===== src/rtl/muldiv_sequencer_if.sv =====
// Handshake and datapath-strobe bundle between the MUL/DIV sequencer, the issue
// logic, the divider and the shared-bus datapath.
interface muldiv_sequencer_if;
  logic        start;
  logic [31:0] ir;
  logic        calc_finished;
  logic        PC_out, MAR_rd, IncPC, Read, MDR_rd, MDR_out, IR_rd, Y_rd;
  logic        Zhi_rd, Zlo_rd, Zhi_out, Zlo_out, HI_rd, LO_rd;
  logic [15:0] R_wrt;
  logic [4:0]  op_sel;
  logic        reset_div, busy, done, err;

  modport master (
    input  start, ir, calc_finished,
    output PC_out, MAR_rd, IncPC, Read, MDR_rd, MDR_out, IR_rd, Y_rd,
           Zhi_rd, Zlo_rd, Zhi_out, Zlo_out, HI_rd, LO_rd,
           R_wrt, op_sel, reset_div, busy, done, err
  );

  modport slave (
    output start, ir, calc_finished,
    input  PC_out, MAR_rd, IncPC, Read, MDR_rd, MDR_out, IR_rd, Y_rd,
           Zhi_rd, Zlo_rd, Zhi_out, Zlo_out, HI_rd, LO_rd,
           R_wrt, op_sel, reset_div, busy, done, err
  );
endinterface


===== src/rtl/muldiv_sequencer.sv =====
// Moore sequencer for fetch + MUL/DIV execution on the shared-bus datapath.
// Optional DWAIT abort on divider timeout: define DIV_TIMEOUT_EN.
module muldiv_sequencer #(
  parameter int         DIV_TIMEOUT = 40,
  parameter logic [4:0] OP_MUL      = 5'b01110,
  parameter logic [4:0] OP_DIV      = 5'b01111
) (
  input  logic               clk,
  input  logic               clr,
  muldiv_sequencer_if.master bus
);

  typedef enum logic [3:0] {
    S_IDLE, S_T0, S_T1, S_T2, S_T3, S_T4, S_DWAIT, S_ZL, S_T5, S_T6, S_DONE, S_ERR
  } state_t;

  typedef struct packed {
    logic        pc_out, mar_rd, inc_pc, read, mdr_rd, mdr_out, ir_rd, y_rd;
    logic        zhi_rd, zlo_rd, zhi_out, zlo_out, hi_rd, lo_rd;
    logic [15:0] r_wrt;
    logic [4:0]  op_sel;
    logic        reset_div, busy, done, err;
  } outs_t;

  state_t     state;
  outs_t      o;
  logic [4:0] opc_q;
  logic [3:0] rb_q;

  // Outputs are registered, so each transition loads the decode of the state
  // being entered; rsel is Ra (straight from ir) for T3 and latched Rb after.
  function automatic outs_t decode(state_t s, logic [4:0] opc, logic [3:0] rsel);
    outs_t d;
    d           = '0;
    d.reset_div = 1'b1;
    d.busy      = (s != S_IDLE);
    case (s)
      S_T0:    {d.pc_out, d.mar_rd, d.inc_pc} = 3'b111;
      S_T1:    {d.read, d.mdr_rd}             = 2'b11;
      S_T2:    {d.mdr_out, d.ir_rd}           = 2'b11;
      S_T3: begin
        d.r_wrt = 16'd1 << rsel;
        d.y_rd  = 1'b1;
      end
      S_T4, S_DWAIT, S_ZL: begin
        d.r_wrt     = 16'd1 << rsel;
        d.op_sel    = opc;
        d.reset_div = !(s == S_T4 && opc == OP_DIV);
        d.zhi_rd    = (s == S_ZL);
        d.zlo_rd    = (s == S_ZL);
      end
      S_T5:    {d.zlo_out, d.lo_rd} = 2'b11;
      S_T6:    {d.zhi_out, d.hi_rd} = 2'b11;
      S_DONE:  d.done = 1'b1;
      S_ERR:   d.err  = 1'b1;
      default: ;
    endcase
    return d;
  endfunction

`ifdef DIV_TIMEOUT_EN
  logic [5:0] to_cnt;
`else
  localparam int unused_div_timeout = DIV_TIMEOUT;
`endif

  always_ff @(posedge clk) begin
    if (clr) begin
      state <= S_IDLE;
      o     <= decode(S_IDLE, 5'd0, 4'd0);
      opc_q <= '0;
      rb_q  <= '0;
`ifdef DIV_TIMEOUT_EN
      to_cnt <= '0;
`endif
    end else begin
      case (state)
        S_IDLE: if (bus.start) begin
          state <= S_T0;
          o     <= decode(S_T0, opc_q, rb_q);
        end
        S_T0: begin state <= S_T1; o <= decode(S_T1, opc_q, rb_q); end
        S_T1: begin state <= S_T2; o <= decode(S_T2, opc_q, rb_q); end
        S_T2: begin
          state <= S_T3;
          opc_q <= bus.ir[31:27];
          rb_q  <= bus.ir[22:19];
          o     <= decode(S_T3, bus.ir[31:27], bus.ir[26:23]);
        end
        S_T3: if (opc_q == OP_MUL || opc_q == OP_DIV) begin
          state <= S_T4;
          o     <= decode(S_T4, opc_q, rb_q);
        end else begin
          state <= S_ERR;
          o     <= decode(S_ERR, opc_q, rb_q);
        end
        S_T4: if (opc_q == OP_DIV) begin
          state <= S_DWAIT;
          o     <= decode(S_DWAIT, opc_q, rb_q);
`ifdef DIV_TIMEOUT_EN
          to_cnt <= '0;
`endif
        end else begin
          state <= S_ZL;
          o     <= decode(S_ZL, opc_q, rb_q);
        end
        S_DWAIT: if (bus.calc_finished) begin
          state <= S_ZL;
          o     <= decode(S_ZL, opc_q, rb_q);
        end
`ifdef DIV_TIMEOUT_EN
        else begin
          to_cnt <= to_cnt + 6'd1;
          if (to_cnt == 6'(DIV_TIMEOUT - 1)) begin
            state <= S_ERR;
            o     <= decode(S_ERR, opc_q, rb_q);
          end
        end
`endif
        S_ZL:   begin state <= S_T5;   o <= decode(S_T5,   opc_q, rb_q); end
        S_T5:   begin state <= S_T6;   o <= decode(S_T6,   opc_q, rb_q); end
        S_T6:   begin state <= S_DONE; o <= decode(S_DONE, opc_q, rb_q); end
        default: begin state <= S_IDLE; o <= decode(S_IDLE, opc_q, rb_q); end
      endcase
    end
  end

  // Instruction immediate/low bits are not used by this sequencer.
  logic unused_ir;
  assign unused_ir = ^bus.ir[18:0];

  assign bus.PC_out    = o.pc_out;
  assign bus.MAR_rd    = o.mar_rd;
  assign bus.IncPC     = o.inc_pc;
  assign bus.Read      = o.read;
  assign bus.MDR_rd    = o.mdr_rd;
  assign bus.MDR_out   = o.mdr_out;
  assign bus.IR_rd     = o.ir_rd;
  assign bus.Y_rd      = o.y_rd;
  assign bus.Zhi_rd    = o.zhi_rd;
  assign bus.Zlo_rd    = o.zlo_rd;
  assign bus.Zhi_out   = o.zhi_out;
  assign bus.Zlo_out   = o.zlo_out;
  assign bus.HI_rd     = o.hi_rd;
  assign bus.LO_rd     = o.lo_rd;
  assign bus.R_wrt     = o.r_wrt;
  assign bus.op_sel    = o.op_sel;
  assign bus.reset_div = o.reset_div;
  assign bus.busy      = o.busy;
  assign bus.done      = o.done;
  assign bus.err       = o.err;

endmodule

===== src/flat_wrapper.sv =====
// flat-port wrapper written by rule: the top's interface ports become plain ports
module muldiv_sequencer_flat 
#(
  parameter int         DIV_TIMEOUT = 40,
  parameter logic [4:0] OP_MUL      = 5'b01110,
  parameter logic [4:0] OP_DIV      = 5'b01111
)
  (clk, clr, bus_start, bus_ir, bus_calc_finished, bus_PC_out, bus_MAR_rd, bus_IncPC, bus_Read, bus_MDR_rd, bus_MDR_out, bus_IR_rd, bus_Y_rd, bus_Zhi_rd, bus_Zlo_rd, bus_Zhi_out, bus_Zlo_out, bus_HI_rd, bus_LO_rd, bus_R_wrt, bus_op_sel, bus_reset_div, bus_busy, bus_done, bus_err);
  muldiv_sequencer_if bus_i ();
  input  logic clk;
  input  logic clr;
  input wire logic [$bits(bus_i.start)-1:0] bus_start;
  input wire logic [$bits(bus_i.ir)-1:0] bus_ir;
  input wire logic [$bits(bus_i.calc_finished)-1:0] bus_calc_finished;
  output wire logic [$bits(bus_i.PC_out)-1:0] bus_PC_out;
  output wire logic [$bits(bus_i.MAR_rd)-1:0] bus_MAR_rd;
  output wire logic [$bits(bus_i.IncPC)-1:0] bus_IncPC;
  output wire logic [$bits(bus_i.Read)-1:0] bus_Read;
  output wire logic [$bits(bus_i.MDR_rd)-1:0] bus_MDR_rd;
  output wire logic [$bits(bus_i.MDR_out)-1:0] bus_MDR_out;
  output wire logic [$bits(bus_i.IR_rd)-1:0] bus_IR_rd;
  output wire logic [$bits(bus_i.Y_rd)-1:0] bus_Y_rd;
  output wire logic [$bits(bus_i.Zhi_rd)-1:0] bus_Zhi_rd;
  output wire logic [$bits(bus_i.Zlo_rd)-1:0] bus_Zlo_rd;
  output wire logic [$bits(bus_i.Zhi_out)-1:0] bus_Zhi_out;
  output wire logic [$bits(bus_i.Zlo_out)-1:0] bus_Zlo_out;
  output wire logic [$bits(bus_i.HI_rd)-1:0] bus_HI_rd;
  output wire logic [$bits(bus_i.LO_rd)-1:0] bus_LO_rd;
  output wire logic [$bits(bus_i.R_wrt)-1:0] bus_R_wrt;
  output wire logic [$bits(bus_i.op_sel)-1:0] bus_op_sel;
  output wire logic [$bits(bus_i.reset_div)-1:0] bus_reset_div;
  output wire logic [$bits(bus_i.busy)-1:0] bus_busy;
  output wire logic [$bits(bus_i.done)-1:0] bus_done;
  output wire logic [$bits(bus_i.err)-1:0] bus_err;
  assign bus_i.start = bus_start;
  assign bus_i.ir = bus_ir;
  assign bus_i.calc_finished = bus_calc_finished;
  assign bus_PC_out = bus_i.PC_out;
  assign bus_MAR_rd = bus_i.MAR_rd;
  assign bus_IncPC = bus_i.IncPC;
  assign bus_Read = bus_i.Read;
  assign bus_MDR_rd = bus_i.MDR_rd;
  assign bus_MDR_out = bus_i.MDR_out;
  assign bus_IR_rd = bus_i.IR_rd;
  assign bus_Y_rd = bus_i.Y_rd;
  assign bus_Zhi_rd = bus_i.Zhi_rd;
  assign bus_Zlo_rd = bus_i.Zlo_rd;
  assign bus_Zhi_out = bus_i.Zhi_out;
  assign bus_Zlo_out = bus_i.Zlo_out;
  assign bus_HI_rd = bus_i.HI_rd;
  assign bus_LO_rd = bus_i.LO_rd;
  assign bus_R_wrt = bus_i.R_wrt;
  assign bus_op_sel = bus_i.op_sel;
  assign bus_reset_div = bus_i.reset_div;
  assign bus_busy = bus_i.busy;
  assign bus_done = bus_i.done;
  assign bus_err = bus_i.err;
  muldiv_sequencer #(.DIV_TIMEOUT(DIV_TIMEOUT), .OP_MUL(OP_MUL), .OP_DIV(OP_DIV)) u_core (.clk(clk), .clr(clr), .bus(bus_i));
endmodule

===== config.mk =====
export PLATFORM = sky130hd
export DESIGN_NAME = muldiv_sequencer_flat
export DESIGN_NICKNAME = d
export VERILOG_FILES = /design/src/rtl/muldiv_sequencer_if.sv /design/src/rtl/muldiv_sequencer.sv /design/src/flat_wrapper.sv
export SDC_FILE = /design/constraint.sdc
export NUM_CORES = 1
export LEC_CHECK = 0
export ABC_CLOCK_PERIOD_IN_PS = 2750
export CAP_MARGIN = 25
export CORE_AREA = 2 2 63 80
export DETAILED_ROUTE_END_ITERATION = 16
export DIE_AREA = 0 0 65 82
export GPL_ROUTABILITY_DRIVEN = 0
export GPL_TIMING_DRIVEN = 1
export PLACE_DENSITY = 0.89
export REMOVE_ABC_BUFFERS = 1
export SKIP_CTS_REPAIR_TIMING = 1
export SLEW_MARGIN = 20
export SYNTH_ARGS = -nofsm -noshare
export SYNTH_HDL_FRONTEND = slang
export SYNTH_SLANG_ARGS = --single-unit

===== constraint.sdc =====
create_clock -name clk -period 2.75 [get_ports clk]
set_input_delay 0.275 -clock clk [delete_from_list [all_inputs] [get_ports clk]]
set_output_delay 0.275 -clock clk [all_outputs]
set_load 0.02 [all_outputs]

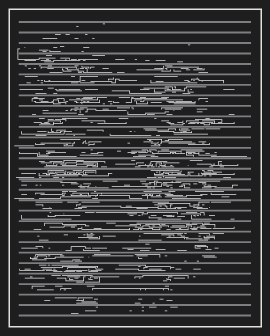
run_1/layer_met1.png
Supply wires on this layer in grey.
The layer holds 40% of the routed length. The layer carries 2100 um of wire. The longest straight run is 20.7 um. 256 nets have wire on it.
met1 global-route usage: 0.235
drt total wl: 5300 um
DR vias: 2109

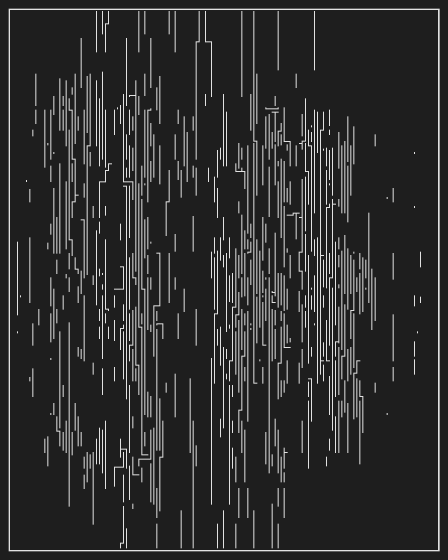
run_1/layer_met2.png
The layer holds 51% of the routed length. The wires run mostly vertical.

==> results.txt, run 1 <==
Cell area leaders: dfxtp_1 (41%), a21oi_1 (8.4%), a211oi_2 (8.0%)
Reg-to-reg endpoint: u_core.bus.R_wrt[3]
Worst setup margin: 0.584 ns
Pwr Density: 534 mW/mm^2
Tool warnings: 44
Cell area after synthesis: 0.00220 sq mm
Seq area share: 0.321
Area after DPL: 0.00269 sq mm
First-pass GRT wire length: 8670 um
TritonCTS clock tree: done
Slew margin rel.: 0.378
Max incr delay on CP: 0.62 ns
ANT cells: 0
CP Launch Point: u_core.state[2]
Register Area: 901 sq um
Outcome: finished clean
Share of layout cells above drive strength 1: 0.0962
Largest cell class: logic gates
FP Rows: 28
XOR Share, Synth: 0.00399
Gate power share: 0.194
Worst setup EP type: flip-flop
Max Cap Viol: 0
Synth area leader: dfxtp_1
Layout area overhead: 27.6%
Number of cells after detailed placement: 343
Post-synth top area share: 0.410
Most instantiated logic cells after routing: clkdlybuf4s50_1 (54), dfxtp_1 (45), a21oi_1 (37), nand2_1 (26), nor2_1 (23)
Initial DRC count: 168
Main flop type: dfxtp_1
Worst-path fanout max: 21
Crit Path Class: flip-flop to flip-flop
Root Buffer: clkbuf_8
DPL Wire Length: 3590 um
Max-slew violations: 0
Vias per inst: 6.01
Least-Margin Pin Slew: 0.933 ns
Commonest cells in the netlist: dfxtp_1 (45), a21oi_1 (37), nand2_1 (26)
Hold Path Depth: 2
CTS clock-pin slew for the worst setup and hold paths: 0.08 ns
Setup WS pre-CTS: 0.633 ns
Total CTS buffers: 5
Setup TNS Final: 0 ns
Critical-path cell with the highest stage delay: dfxtp_1
Sequential Power Share: 0.472
Non-clock buffer count: 57
Multiplexer share: 0
Antenna viol nets, final: 0
Chip height: 82 um
PnR Total Power: 1.50 mW
Inverters: 3
Pin count of the biggest net entering global routing: 46
Post-synth ARST share: 0
Hold Crit Endpoint: u_core.bus.err
Clk latency late pin: 0.31 ns
Post-Route Skew: 0.00701 ns
Fmax: 462 MHz
CTS H-tree lvls: 2
Yosys cell count: 253
Peak supply drop: 0.000499 V
GR Layer Usage met2: 0.361
GRT Resource Usage Total: 0.208
Cycle use final: 0.788
Required time worst endpoint: 2.96 ns
Final hold violations: 0
Tap cells: 60
R2r setup slk: 0.58 ns
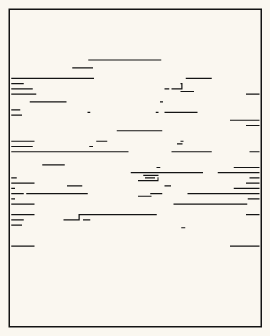
run_1/layer_met3.png
The wires run mostly horizontal. The layer holds 7.2% of the routed length. The longest straight run is 30.1 um. 53 nets have wire on it. The layer carries 384 um of wire.

==> run 1: worst max-delay path: cells and delay by family, from the launching register on <==
family             cells  cell delay, ns
DFF                    1            0.62
AOI/OAI and AO/OA      2            0.70
and+or+nand+nor        2            0.75
==> run 1: power groups by stage <==
stage | registers [mW] | clock network (mW) | logic [mW]
2_1_floorplan | 0.738 | 0 | 0.138
3_3_place_gp | 0.721 | 0 | 0.280
3_5_place_dp | 0.722 | 0 | 0.287
4_1_cts | 0.707 | 0.504 | 0.289
5_1_grt | 0.713 | 0.538 | 0.316
6_report | 0.707 | 0.500 | 0.290
==> run 1: flip-flops by register name (all words and copies together), names as in the netlist, 4 cells and up <==
name,flops
u_core.bus.R_wrt,16
u_core.state,4
u_core.opc_q,5
u_core.rb_q,4
u_core.bus.op_sel,5
run_1/clocks.png
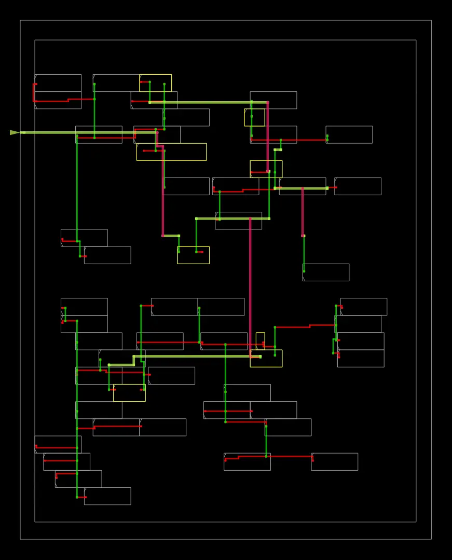

==> run 2, diff against run 1 <==
--- a/config.mk
+++ b/config.mk
@@ -5,14 +5,14 @@
 export SDC_FILE = /design/constraint.sdc
 export NUM_CORES = 1
 export LEC_CHECK = 0
-export ABC_CLOCK_PERIOD_IN_PS = 2750
+export ABC_CLOCK_PERIOD_IN_PS = 2100
 export CAP_MARGIN = 25
-export CORE_AREA = 2 2 63 80
+export CORE_AREA = 2 2 66 84
 export DETAILED_ROUTE_END_ITERATION = 16
-export DIE_AREA = 0 0 65 82
+export DIE_AREA = 0 0 68 86
 export GPL_ROUTABILITY_DRIVEN = 0
 export GPL_TIMING_DRIVEN = 1
-export PLACE_DENSITY = 0.89
+export PLACE_DENSITY = 0.82
 export REMOVE_ABC_BUFFERS = 1
 export SKIP_CTS_REPAIR_TIMING = 1
 export SLEW_MARGIN = 20
==> constraint.sdc (replaced) <==
create_clock -name clk -period 2.1 [get_ports clk]
set_input_delay 0.21 -clock clk [delete_from_list [all_inputs] [get_ports clk]]
set_output_delay 0.21 -clock clk [all_outputs]
set_load 0.02 [all_outputs]
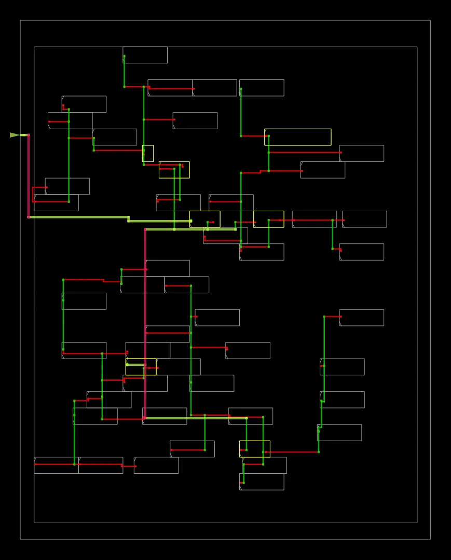
run_2/clocks.png
# clk buffers: 5
Post-Route Skew: 0.00457 ns
P_clk: 0.638 mW
clk latency late pin: 0.30 ns
flop count: 45

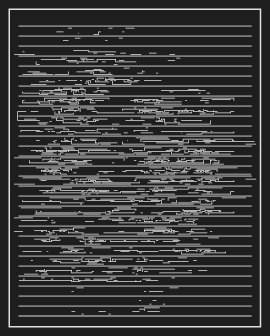
run_2/layer_met1.png
Supply wires on this layer in grey.
266 nets have wire on it. The layer holds 42% of the routed length. The longest straight run is 22.1 um. The wires run mostly horizontal.
drt total wl: 5420 um
DR vias: 2091
met1 global-route usage: 0.232

==> run 2 against run 1 <==
Net effect:
- register-to-register slack lost 0.38 ns
- clock power grew 28%
- sequential share of layout area shrank 0.76 points
- die area grew 9.7%
- non-clock buffer count grew 8
- combinational power grew 43%
- final cell count grew 2.6%
- sequential power grew 29%
- hold slack lost 0.11 ns
- core utilization shrank 3.7 points
- critical path type unchanged
- critical endpoint is now u_core.bus.R_wrt[5]
- largest cell class unchanged
- highest routed layer unchanged
==> results.txt, run 2 <==
Least-Margin Pin Slew: 0.596 ns (-0.337 ns)
Pwr Density: 685 mW/mm^2 (+28%)
Setup WS pre-CTS: 0.183 ns (-0.450 ns)
R2r setup slk: 0.20 ns (-0.38 ns)
Yosys cell count: 253 (unchanged)
Max-slew violations: 0 (unchanged)
Area after DPL: 0.00277 sq mm (+2.8%)
Sequential power: 0.914 mW (+29%)
Hold Path Depth: 2 (unchanged)
Sequential Power Share: 0.465 (-0.007)
Post-synth ARST share: 0 (unchanged)
Worst-path fanout max: 12 (-43%)
Max reg flops: 16 (unchanged)
First-pass GRT wire length: 8740 um (+0.80%)
Final hold violations: 0 (unchanged)
Root Buffer: clkbuf_8
Max Cap Viol: 0 (unchanged)
Cell area leaders: dfxtp_1 (41%), a21oi_1 (8.4%), a211oi_2 (8.0%)
DPL Wire Length: 3800 um (+5.9%)
Worst setup EP type: flip-flop
Gate power share: 0.211 (+0.017)
Min-delay worst type: input port to flip-flop
Share of layout cells above drive strength 1: 0.121 (+0.0246)
Pin count of the biggest net entering global routing: 42 (-8.7%)
Logic power comb: 0.416 mW (+43%)
Antenna viol nets, final: 0 (unchanged)
Commonest cells in the netlist: dfxtp_1 (45), a21oi_1 (37), nand2_1 (26)
Slew margin rel.: 0.600 (+0.222)
Multiplexer share: 0 (unchanged)
Tool warnings: 44 (unchanged)
CTS Sinks: 45
Reg-to-reg endpoint: u_core.bus.R_wrt[5]
Post-route DRC: 0
TritonCTS clock tree: done
Dominant logic cell type in the layout: clkdlybuf4s50_1
Bufs and invs on worst path: 1 (+1)
GRT Resource Usage Total: 0.191 (-0.0168)
CTS H-tree lvls: 2 (unchanged)
Gate family responsible for the most delay along the worst path: simple AND/OR/NAND/NOR gates
Main flop type: dfxtp_1
FP Rows: 29 (+3.6%)
Chip height: 86 um (+4.9%)
Most instantiated logic cells after routing: clkdlybuf4s50_1 (54), dfxtp_1 (45), a21oi_1 (37), nand2_1 (26), nor2_1 (23)
Max power group: sequential cells
GR Layer Usage met2: 0.330 (-0.0307)
Number of cells after detailed placement: 353 (+2.9%)
Post-Layout Inst Area: 0.00287 sq mm
Cell Chain, Critical Path: buf_4 > nand4bb_1 > nor3_1 > a32oi_1 > a211oi_2
Worst setup margin: 0.204 ns (-0.380 ns)
Hold Crit Endpoint: u_core.bus.op_sel[2]
CP Depth: 5 (+1)
EDFF count, synth: 0
Synth area leader: dfxtp_1
Outcome: finished clean
CTS clock-pin slew for the worst setup and hold paths: 0.08 ns (about the same)
Max incr delay on CP: 0.52 ns (-0.10 ns)
Setup TNS Final: 0 ns (unchanged)
Post-synth top area share: 0.410 (unchanged)
Vias per inst: 5.81 (-3.3%)
Initial antenna violation count: 0
XOR Share, Synth: 0.00399 (unchanged)
#FFs+latches synth: 45
ANT cells: 0 (unchanged)
CP Launch Point: u_core.state[2]
Fmax: 528 MHz (+14%)
Critical-path cell with the highest stage delay: nor3_1
PnR Total Power: 1.97 mW (+31%)
Peak supply drop: 0.000433 V (-13%)
Cycle use final: 0.903 (+0.115)
R2R cell count: 5
Layout area overhead: 30.7%
Main logic family after synthesis: AND-OR/OR-AND gates
Initial DRC count: 174 (+3.6%)
Required time worst endpoint: 2.32 ns (-0.64 ns)
Complex Gates by Area: 0.295
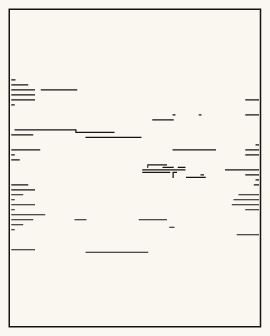
run_2/layer_met3.png
48 nets have wire on it. The layer holds 5.1% of the routed length. The layer carries 279 um of wire. The longest straight run is 16.8 um. The wires run mostly horizontal.
GR Util met3: 0.0381

[run 2: cell counts after synthesis]
No cell type changed its count.
[run 2: worst reg2reg max path: stages (launching register included)]
cell and delay, ns:
dfxtp_1 0.41, buf_4 0.20, nand4bb_1 0.27, nor3_1 0.52
a32oi_1 0.20, a211oi_2 0.23
[run 2: final cells by class]
| class | count | area [sq um] | share of cell area |
|---|---|---|---|
| Inverter | 3 | 11.3 | 0.00392 |
| Tap cell | 62 | 77.6 | 0.0270 |
| Clock buffer | 5 | 68.8 | 0.0240 |
| Multi-Input combinational cell | 178 | 1130 | 0.394 |
| Timing Repair Buffer | 65 | 646 | 0.225 |
| Sequential cell | 45 | 901 | 0.314 |
| Clock inverter | 2 | 35.0 | 0.0122 |
run_2/layer_met2.png
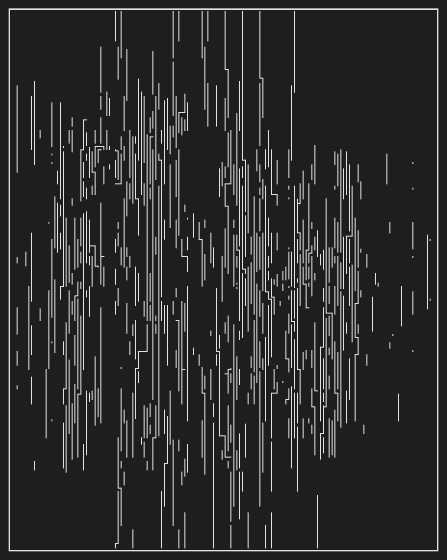

==> run 3, diff against run 2 <==
--- a/config.mk
+++ b/config.mk
@@ -5,14 +5,15 @@
 export SDC_FILE = /design/constraint.sdc
 export NUM_CORES = 1
 export LEC_CHECK = 0
+export ABC_AREA = 1
 export ABC_CLOCK_PERIOD_IN_PS = 2100
 export CAP_MARGIN = 25
-export CORE_AREA = 2 2 66 84
+export CORE_AREA = 2 2 67 84
 export DETAILED_ROUTE_END_ITERATION = 16
-export DIE_AREA = 0 0 68 86
+export DIE_AREA = 0 0 69 86
 export GPL_ROUTABILITY_DRIVEN = 0
 export GPL_TIMING_DRIVEN = 1
-export PLACE_DENSITY = 0.82
+export PLACE_DENSITY = 0.83
 export REMOVE_ABC_BUFFERS = 1
 export SKIP_CTS_REPAIR_TIMING = 1
 export SLEW_MARGIN = 20
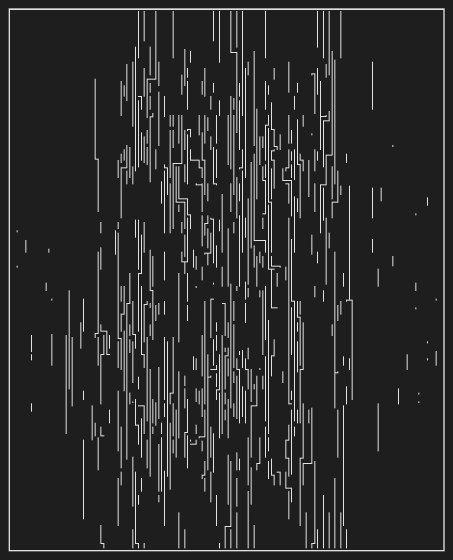
run_3/layer_met2.png
298 nets have wire on it. The wires run mostly vertical. The longest straight run is 29.6 um.
GR Layer Usage met2: 0.309
DR vias: 2088
drt total wl: 4960 um

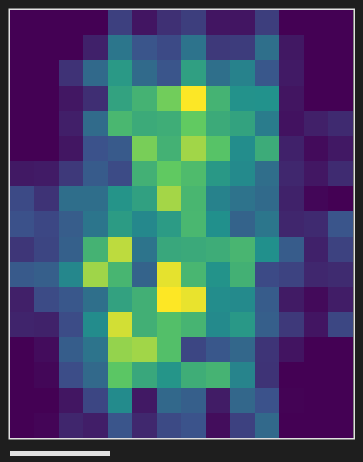
run_3/metal_density.png
Scale bar: 20 um. The die is cut into 14 by 17 equal tiles; dark purple is low, yellow is high, scaled to the fullest tile. Values are wire area over tile area, all layers added.
19% of the tiles are nearly empty. The densest ninth of the die: centre. The mean over all tiles is 0.13. 25% of the tiles are over half the peak. The fullest tile reaches 0.44.

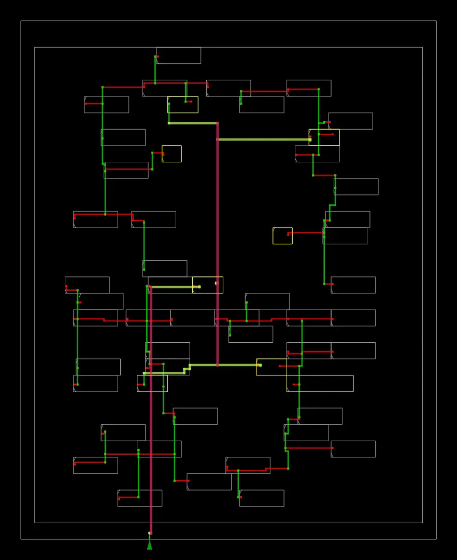
run_3/clocks.png
P_clk: 0.682 mW
clk latency late pin: 0.31 ns

==> run 3 against run 2 <==
Net effect:
- non-clock buffer count down 7
- critical path depth down 4
- clock power up 6.9%
- register-to-register slack better by 0.42 ns
- flip-flop count unchanged
- maximum frequency up 24%
- routed wire length down 8.5%
==> results.txt, run 3 <==
Outcome: finished clean
Logic power comb: 0.832 mW (+100%)
GR Util met3: 0.0282 (-0.00986)
Gate family responsible for the most delay along the worst path: buffers and inverters
CP Launch Point: u_core.bus.IncPC
Initial DRC count: 72 (-59%)
Complex Gates by Area: 0.150 (-0.145)
Chip height: 86 um (unchanged)
Setup WS pre-CTS: 0.563 ns (+0.380 ns)
Initial antenna violation count: 0 (unchanged)
Peak supply drop: 0.000591 V (+36%)
Reg-to-reg endpoint: u_core.bus.R_wrt[13]
Area after DPL: 0.00278 sq mm (+0.63%)
ANT cells: 0 (unchanged)
Final hold violations: 0 (unchanged)
CTS clock-pin slew for the worst setup and hold paths: 0.09 ns (about the same)
Post-route DRC: 0 (unchanged)
DPL Wire Length: 3560 um (-6.4%)
Required time worst endpoint: 1.89 ns (-0.43 ns)
Bufs and invs on worst path: 1 (unchanged)
Main flop type: dfxtp_1
Setup TNS Final: 0 ns (unchanged)
Synth area leader: dfxtp_1
Sequential power: 1.02 mW (+10%)
Gate power share: 0.328 (+0.117)
Met1 global-route usage: 0.206 (-0.0258)
TritonCTS clock tree: done
FP Rows: 29 (unchanged)
Worst-path fanout max: 4 (-8)
Post-Route Skew: 0.0122 ns (+0.00767 ns)
Share of layout cells above drive strength 1: 0.134 (+0.0136)
CTS H-tree lvls: 2 (unchanged)
Max-slew violations: 0 (unchanged)
Slew margin rel.: 0.718 (+0.118)
Most instantiated logic cells after routing: nand2_1 (108), clkdlybuf4s50_1 (55), dfxtp_1 (45), nor2_1 (35), inv_1 (21)
Antenna viol nets, final: 0 (unchanged)
Post-synth top area share: 0.393 (-0.0168)
First-pass GRT wire length: 8600 um (-1.6%)
Pwr Density: 873 mW/mm^2 (+27%)
Max Cap Viol: 0 (unchanged)
PnR Total Power: 2.53 mW (+29%)
Post-Layout Inst Area: 0.00290 sq mm (+1.0%)
Cell Chain, Critical Path: clkdlybuf4s50_1
Pin count of the biggest net entering global routing: 25 (-40%)
R2r setup slk: 0.62 ns (+0.42 ns)
R2R cell count: 9 (+4)
Root Buffer: clkbuf_8
Cycle use final: 0.727 (-0.176)
GRT Resource Usage Total: 0.174 (-0.0165)
Multiplexer share: 0 (unchanged)
Max reg flops: 16 (unchanged)
Least-Margin Pin Slew: 0.419 ns (-0.176 ns)
Post-synth ARST share: 0 (unchanged)
Dominant logic cell type in the layout: nand2_1
CP Depth: 1 (-4)
-- run 3: cell count changes in the layout (fill, tap and decap cells not counted), sizes merged, moves of 6 or more --
cell | previous run | this run
nand2 | 26 | 115
inv | 3 | 29
a211oi | 16 | 0
nor2 | 23 | 39
a22oi | 13 | 0
o21ai | 2 | 15
a32oi | 10 | 0
buf | 11 | 3
nand3 | 9 | 16
nor2b | 6 | 0
-- run 3: per-layer routing --
metal | vias up | wire length [um]
met3 | 10 | 149
li1 | 1108 | -
met4 | 0 | 114
met2 | 41 | 2440
met5 | - | 0
met1 | 929 | 2260
-- run 3: area by class of cell --
type,count,area [sq um]
flip-flops and latches,45,901
clock inverters,3,47.5
inverters,28,108
multi-input cells,233,1120
repair buffers,58,573
well taps,62,77.6
clock buffers,5,68.8
fillers,494,2180
Power is estimated from default activity; no workload was simulated.
